==> config.mk <==
export PLATFORM = sky130hd
export DESIGN_NAME = mem_access_sequencer
export DESIGN_NICKNAME = d
export VERILOG_FILES = /design/src/rtl/mem_access_sequencer.sv
export SDC_FILE = /design/constraint.sdc
export NUM_CORES = 1
export LEC_CHECK = 0
export ABC_AREA = 1
export CORE_MARGIN = 8
export CORE_UTILIZATION = 45
export CTS_CLUSTER_SIZE = 8
export DETAILED_ROUTE_END_ITERATION = 16
export PLACE_DENSITY = 0.75
export SYNTH_ARGS = -nofsm -noshare
export SYNTH_HDL_FRONTEND = slang
export SYNTH_SLANG_ARGS = --single-unit
export TNS_END_PERCENT = 50
==> constraint.sdc <==
create_clock -name i_clk -period 2.05 [get_ports i_clk]
set_input_delay 0.205 -clock i_clk [delete_from_list [all_inputs] [get_ports i_clk]]
set_output_delay 0.205 -clock i_clk [all_outputs]
set_load 0.01 [all_outputs]
==> run_1/drive_strength.png <==
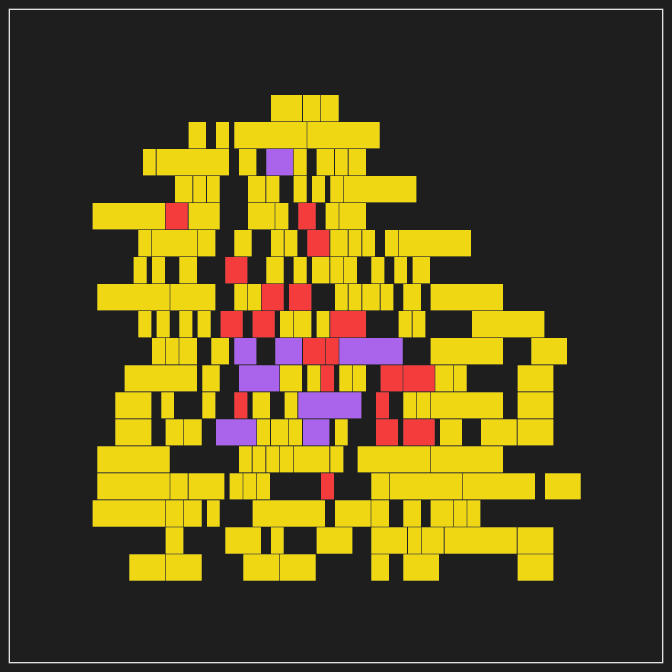
[yellow] drive 1 or less | cells: 151 | share: 85%
[red] drive 2 | cells: 19 | share: 11%
[purple] drive 3 to 4 | cells: 8 | share: 4.5%
number of signal-net buffers in the layout: 21
post-route cell area: 0.00137 sq mm
PnR worst setup slack: 0.552 ns

==> run_1/wire_density.png <==
13 x 13 tiles, from dark blue (low) to red (high), scaled to the fullest tile. Values are wire area over tile area, all layers added.
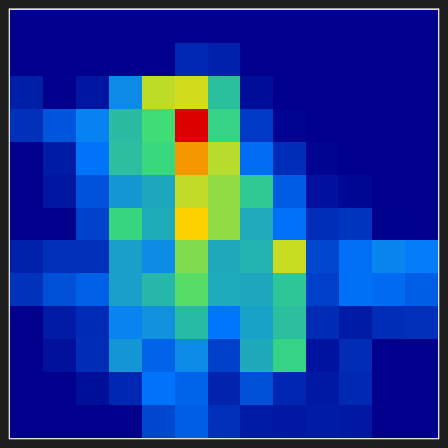
fullest tile: 0.54
emptiest ninth of the die: top right
mean over tiles: 0.090
Vias: 1,047
total global-route track usage: 12.5%
WL final: 2.42 mm

==> run_1/registers.png <==
The bar under the picture is 20 um long. Other sequential cells in the stronger grey, the rest of the logic in the fainter grey.
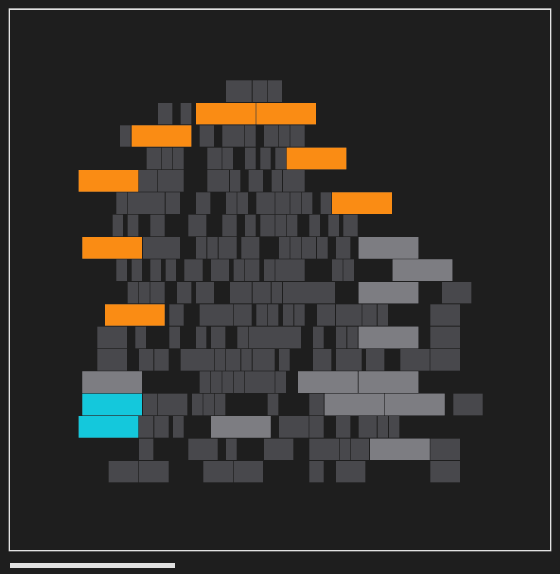
[orange] r_cnt | sequential cells: 8
[cyan] o_type | sequential cells: 2
Flop area: 420 sq um
fraction of area in registers: 30.8%
Final Util: 56.6%
Sequential Power: 442 uW

==> Slide: Implementation Results, run 1 <==
Flow Results at a Glance

Global route
  • Global-route wire length before repair: about 4.4 mm
  • Vias in the first global route: 1,024
  • Largest net degree at the start of global routing: 13
  • GRT overflow: 0
  • Initial antenna violation count: 0

Logic synthesis
  • Area leader, netlist: dfxtp_1
  • Post-synth seq share: a little under two fifths
  • Cells after Synth: approximately 160
  • Synth Area per Inst: roughly 7 sq um
  • Dominant flop cell: dfxtp_1
  • Top area contributor share: approximately 38%
  • Post-Syn Nets: 174
  • Post-synth EDFFs: 0
  • Post-Syn Area: ~0.0011 sq mm
  • Distinct cells, synth: 27
  • Chip Area, Yosys: between 0.001 and 0.0015 sq mm
  • Synth Warn #: 0
  • Cell count in the Yosys report: about 160

Floorplanning
  • Core ar.: between 0.002 and 0.0025 sq mm
  • Row cnt: 18
  • Die Span Y: 65.6 um
  • I/O Pins: 29
  • Die ar.: around 0.0043 sq mm
  • Fp_density: approximately 46%
  • Die W: 65.6 um

Clock tree
  • CTS tree: built
  • Postcts setup bufs: 0
  • Num CTS Buffers: 3
  • H-tree depth: 1
  • TritonCTS Sinks: 21
  • # resized after CTS: 0
  • Clk_lat worst skew: between 0.3 and 0.4 ns
  • Root buffer cell: clkbuf_4
  • Clock Pin Slew Worst Setup and Hold Paths: around 0.11 ns
  • Hold-fix buffers, CTS: 0

Detailed routing
  • 1st-pass router iterations: 4
  • Wire length per cell: 11.6 um
  • DR top layer: met4
  • Met2 WL: around 1.2 mm
  • DRT antenna net count: 0
  • 1st-iter DRT viols: 35

Final layout
  • P&R area growth vs syn: 23.1%
  • Top Layout Cells: nand2_1, clkdlybuf4s50_1, dfxtp_1, nor2_1, nand3_1
  • Ratio of cells with drive above 1 in the final layout: between 10% and 20%
  • Ant diodes: 0
  • Layout net count: between 150 and 200
  • Max reg flops: 8
  • Most used logic cell in the final layout: nand2_1

Critical path
  • Critical path's top delay family: buffers and inverters
  • CP startpoint kind: flop
  • CP max-delay cell: clkdlybuf4s50_1
  • Crit path DRT: ~1.9 ns
  • CP endpoint kind: primary output
  • Cells along the critical path: clkdlybuf4s50_1
  • CP Class: flop to primary output
  • CP max FO: 4
  • Critical path buffer and inverter count: 1

Place
  • Placer Congestion: around 0.86
  • Buffers on Ports: 21

Final timing
  • Peak Freq: 0.668 GHz
  • Worst-Margin Slew: just over 0.4 ns
  • Final worst path period need: approximately 1.5 ns
  • Post-route clock period utilization: between 70% and 80%
  • Max-slew violations: 0

Pwr
  • Final Power: 800 uW
  • Peak supply drop: about 0.4 mV
  • Pleak: around 0.52 nW

Status
  • Status: complete, no violations

Min path
  • Worst Hold Depth: 1
  • Min-Delay Path Class: flop to flop

Run
  • Count of tool warnings: 34
## run 1: metal layers
layer | global-route usage [%] | vias up
met2 | 22.0 | 24
li1 | - | 547
met4 | 5.72 | 0
met1 | 13.6 | 471
met3 | 2.89 | 5
met5 | 0 | -
## run 1: synth_stat cells (2+ instances only)
cell,count
a21oi_2,2
or2_2,2
o21bai_1,2
nand2_2,2
nor4_1,2
nand3_4,2
nand3_1,16
nand2_1,32
ha_1,2
a21oi_1,10
nor2_1,19
nor3_1,2
o21ai_0,6
inv_1,14
inv_2,5
nor2_2,6
dfxtp_1,21
## run 1: kinds of logic (layout without fill, tap and decap cells)
| logic type | Yosys count | in the layout | share of synthesized area [%] |
|---|---|---|---|
| simple gates | 87 | 87 | 38.8 |
| buf+inv | 22 | 45 | 8.69 |
| compound gates | 21 | 21 | 10.7 |
| flops | 21 | 21 | 37.9 |
| fa+ha+maj | 2 | 2 | 2.26 |
| xor+xnor | 2 | 2 | 1.58 |
## run 1: where the power goes
group          switching, mW  internal [mW]  leakage [nW]
Combinational         0.0903         0.0690         0.330
Clock                  0.126         0.0729        0.0177
Sequential            0.0143          0.428         0.171
## run 1: worst reg2reg max path, stage by stage (launching register included)
cell     delay, ns
dfxtp_1       0.39
ha_1          0.22
nand2_2       0.08
nor2_2        0.14
nand2_1       0.08
nor2_2        0.09
nor2_2        0.06
nand3_4       0.11
inv_2         0.07
nor2_1        0.09
nor2_1        0.04
## run 1: through the flow
step	setup WS (ns)	util, %	area, sq um	hold slack, ns	std cells
finish	0.552	56.6	1370	0.431	208
global route	0.417	56.6	1370	0.443	208
CTS	0.530	56.6	1370	0.433	208
detailed placement	0.474	55.5	1340	0.417	204
global placement	0.498	55.5	1340	0.405	204
floorplan	0.784	-	1110	0.284	155
## run 1: final cells by class
| cell class | instances | area [sq um] |
|---|---|---|
| clock buffers | 3 | 22.5 |
| clock inverters | 1 | 5.00 |
| fillers | 233 | 1040 |
| inverters | 20 | 77.6 |
| multi-input cells | 112 | 592 |
| flip-flops and latches | 21 | 420 |
| well taps | 30 | 37.5 |
| repair buffers | 21 | 210 |
==> run 1 -> run 2 <==
Settings changed: CORE_UTILIZATION 45 to 43.
Clock period 2.05 ns to 1.2 ns, I/O delays scaled along.
==> Slide: Implementation Results, run 2 <==
Flow Results at a Glance

Logic synthesis
  • Distinct cells, synth: 27
  • Area leader, netlist: dfxtp_1
  • Most frequent cell after synthesis: nand2_1
  • Post-synth seq share: 37.9%
  • Chip Area, Yosys: ~0.0011 sq mm
  • Dominant flop cell: dfxtp_1
  • Post-Syn Area: about 0.0011 sq mm

Critical path
  • CP max FO: 7
  • CP Class: flop to flop
  • CP startpoint kind: flop
  • Critical path buffer and inverter count: 2
  • Cells along the critical path: inv_4 -> ha_4 -> nand3_1 -> nor3_2 -> nor2_2 -> nand3_4 -> inv_4 -> nor2_1 -> nor2_1
  • CP endpoint kind: flop
  • Critical path's top delay family: simple AND/OR/NAND/NOR gates
  • Crit path DRT: about 1.4 ns

Detailed routing
  • DRT antenna net count: 0
  • 1st-iter DRT viols: approximately 99

Clock tree
  • Clock Pin Slew Worst Setup and Hold Paths: between 0.1 and 0.15 ns
  • Root buffer cell: clkbuf_4
  • Hold-fix buffers, CTS: 0
  • H-tree depth: 1
  • Clk_lat worst skew: 0.31 ns
  • TritonCTS Sinks: 21

Final timing
  • Max-slew violations: 0
  • PnR worst setup slack: -0.190 ns
  • # setup viols final: 11

Global route
  • Global-route wire length before repair: ~5.2 mm
  • Vias in the first global route: around 1.2k
  • GRT overflow: 0

Final layout
  • Ant diodes: 0
  • Max reg flops: 8
  • Layout net count: 224
  • Most used logic cell in the final layout: nand2_1

Floorplanning
  • I/O Pins: 29
  • Die ar.: approximately 0.0045 sq mm
  • Fp_density: a little under half

Place
  • Area after DPL: 0.00152 sq mm

Status
  • Failing checks: negative setup slack
  • Status: complete, but fails checks

Min path
  • Min-Delay Path Class: input pin to flop
-- run 2: cell counts after synthesis --
Identical to the previous run, type by type.
-- run 2: routing by layer --
metal	track usage [%]	share of wire, %	vias up	routed length, um
met5	0	0	-	0
met4	8.53	2.0	0	66
met3	2.68	5.8	9	189
met2	25.4	51	49	1660
met1	16.4	41	578	1330
li1	-	-	597	-
-- run 2: repair_timing --
| item | CTS | global route |
|---|---|---|
| endpoints found under the setup margin | 25 | 19 |
| buffers inserted | 4 | 2 |
| resized | 21 | 15 |
| pin swaps | 15 | 11 |
-- run 2: logic make-up after synthesis --
| logic type | Yosys count | share of synthesized area [%] |
|---|---|---|
| compound gates | 21 | 10.7 |
| xor+xnor | 2 | 1.58 |
| fa+ha+maj | 2 | 2.26 |
| buf+inv | 22 | 8.69 |
| flops | 21 | 37.9 |
| simple gates | 87 | 38.8 |
-- run 2: layout make-up --
type | count | area, sq um | area share (%)
Multi-Input combinational cell | 112 | 668 | 40.6
Sequential cell | 21 | 432 | 26.2
Timing Repair Buffer | 47 | 398 | 24.2
Inverter | 20 | 82.6 | 5.02
Tap cell | 30 | 37.5 | 2.28
Clock buffer | 3 | 22.5 | 1.37
Clock inverter | 1 | 5.00 | 0.304
-- run 2: power breakdown --
part / switching (mW) / internal [mW] / total [mW]
combinational: 0.192 / 0.162 / 0.355
clock: 0.224 / 0.125 / 0.348
sequential: 0.0327 / 0.733 / 0.766
-- run 2: through the flow --
| stage | utilization (%) | std cells | hold WS, ns | worst slack [ns] |
|---|---|---|---|---|
| finish | 67.0 | 234 | 0.405 | -0.190 |
| CTS | 64.9 | 232 | 0.419 | -0.163 |
| detailed placement | 62.1 | 224 | 0.416 | -0.311 |
| floorplan | - | 155 | 0.199 | -0.0180 |
| global route | 67.0 | 234 | 0.442 | -0.245 |
| global placement | 62.1 | 224 | 0.402 | -0.205 |
-- run 2: worst reg2reg max path, cell delays in order (launching register included) --
cell and delay, ns:
dfxtp_4 0.39, inv_4 0.06, ha_4 0.13, nand3_1 0.10, nor3_2 0.17, nor2_2 0.08
nand3_4 0.13, inv_4 0.06, nor2_1 0.11, nor2_1 0.05
==> run_2/wire_density.png <==
13 x 13 tiles, from dark blue (low) to red (high), scaled to the fullest tile. Values are wire area over tile area, all layers added.
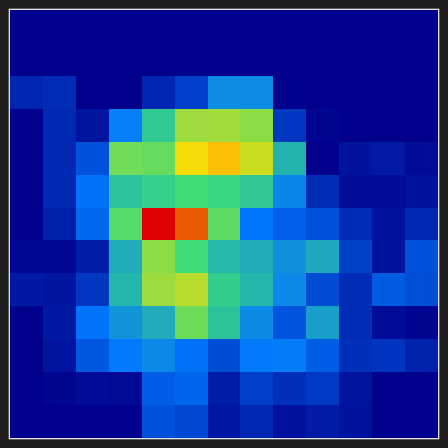
tiles over half the peak: 11%
emptiest ninth of the die: top right
densest ninth of the die: middle
fullest tile: 0.69
mean over tiles: 0.12
nearly empty tiles: 34%
Vias: 1,233
WL final: 3.25 mm
wire length per cell: 13.9 um
total global-route track usage: 14.7%

==> run_2/drive_strength.png <==
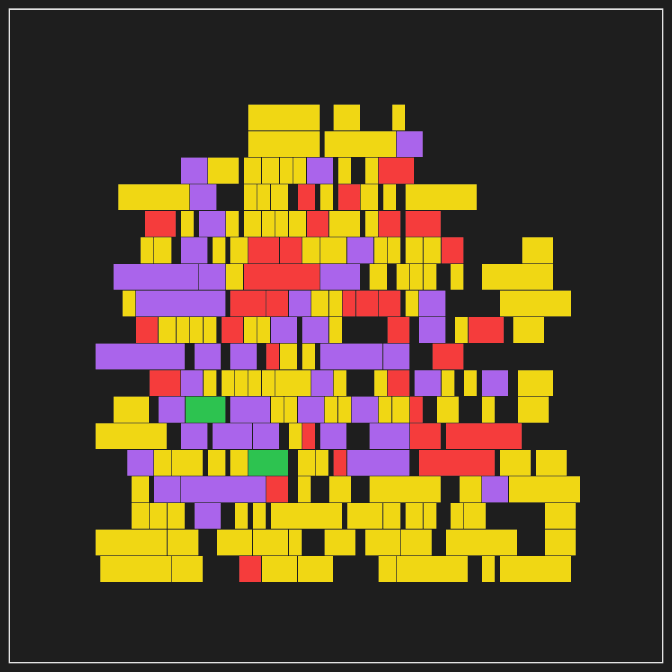
[yellow] drive 1 or less | cells: 130 | share: 64%
[green] drive 6 and up | cells: 2 | share: 0.98%
[purple] drive 3 to 4 | cells: 40 | share: 20%
[red] drive 2 | cells: 32 | share: 16%
P&R area growth vs syn: 48.4%
number of signal-net buffers in the layout: 47
post-route cell area: 0.00165 sq mm

==> run_2/registers.png <==
The bar under the picture is 20 um long. Other sequential cells in the stronger grey, the rest of the logic in the fainter grey.
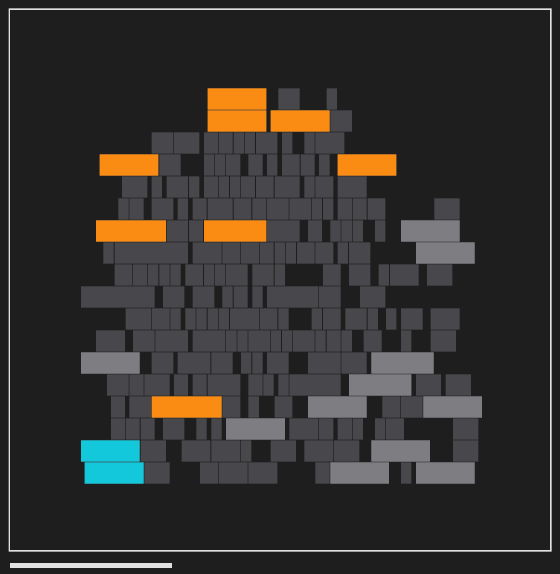
[orange] r_cnt | sequential cells: 8
[cyan] o_type | sequential cells: 2
fraction of area in registers: 26.2%
Final Util: 67.0%
Sequential Power: 766 uW

No activity file was given, so power comes from the tool's default toggle rates.
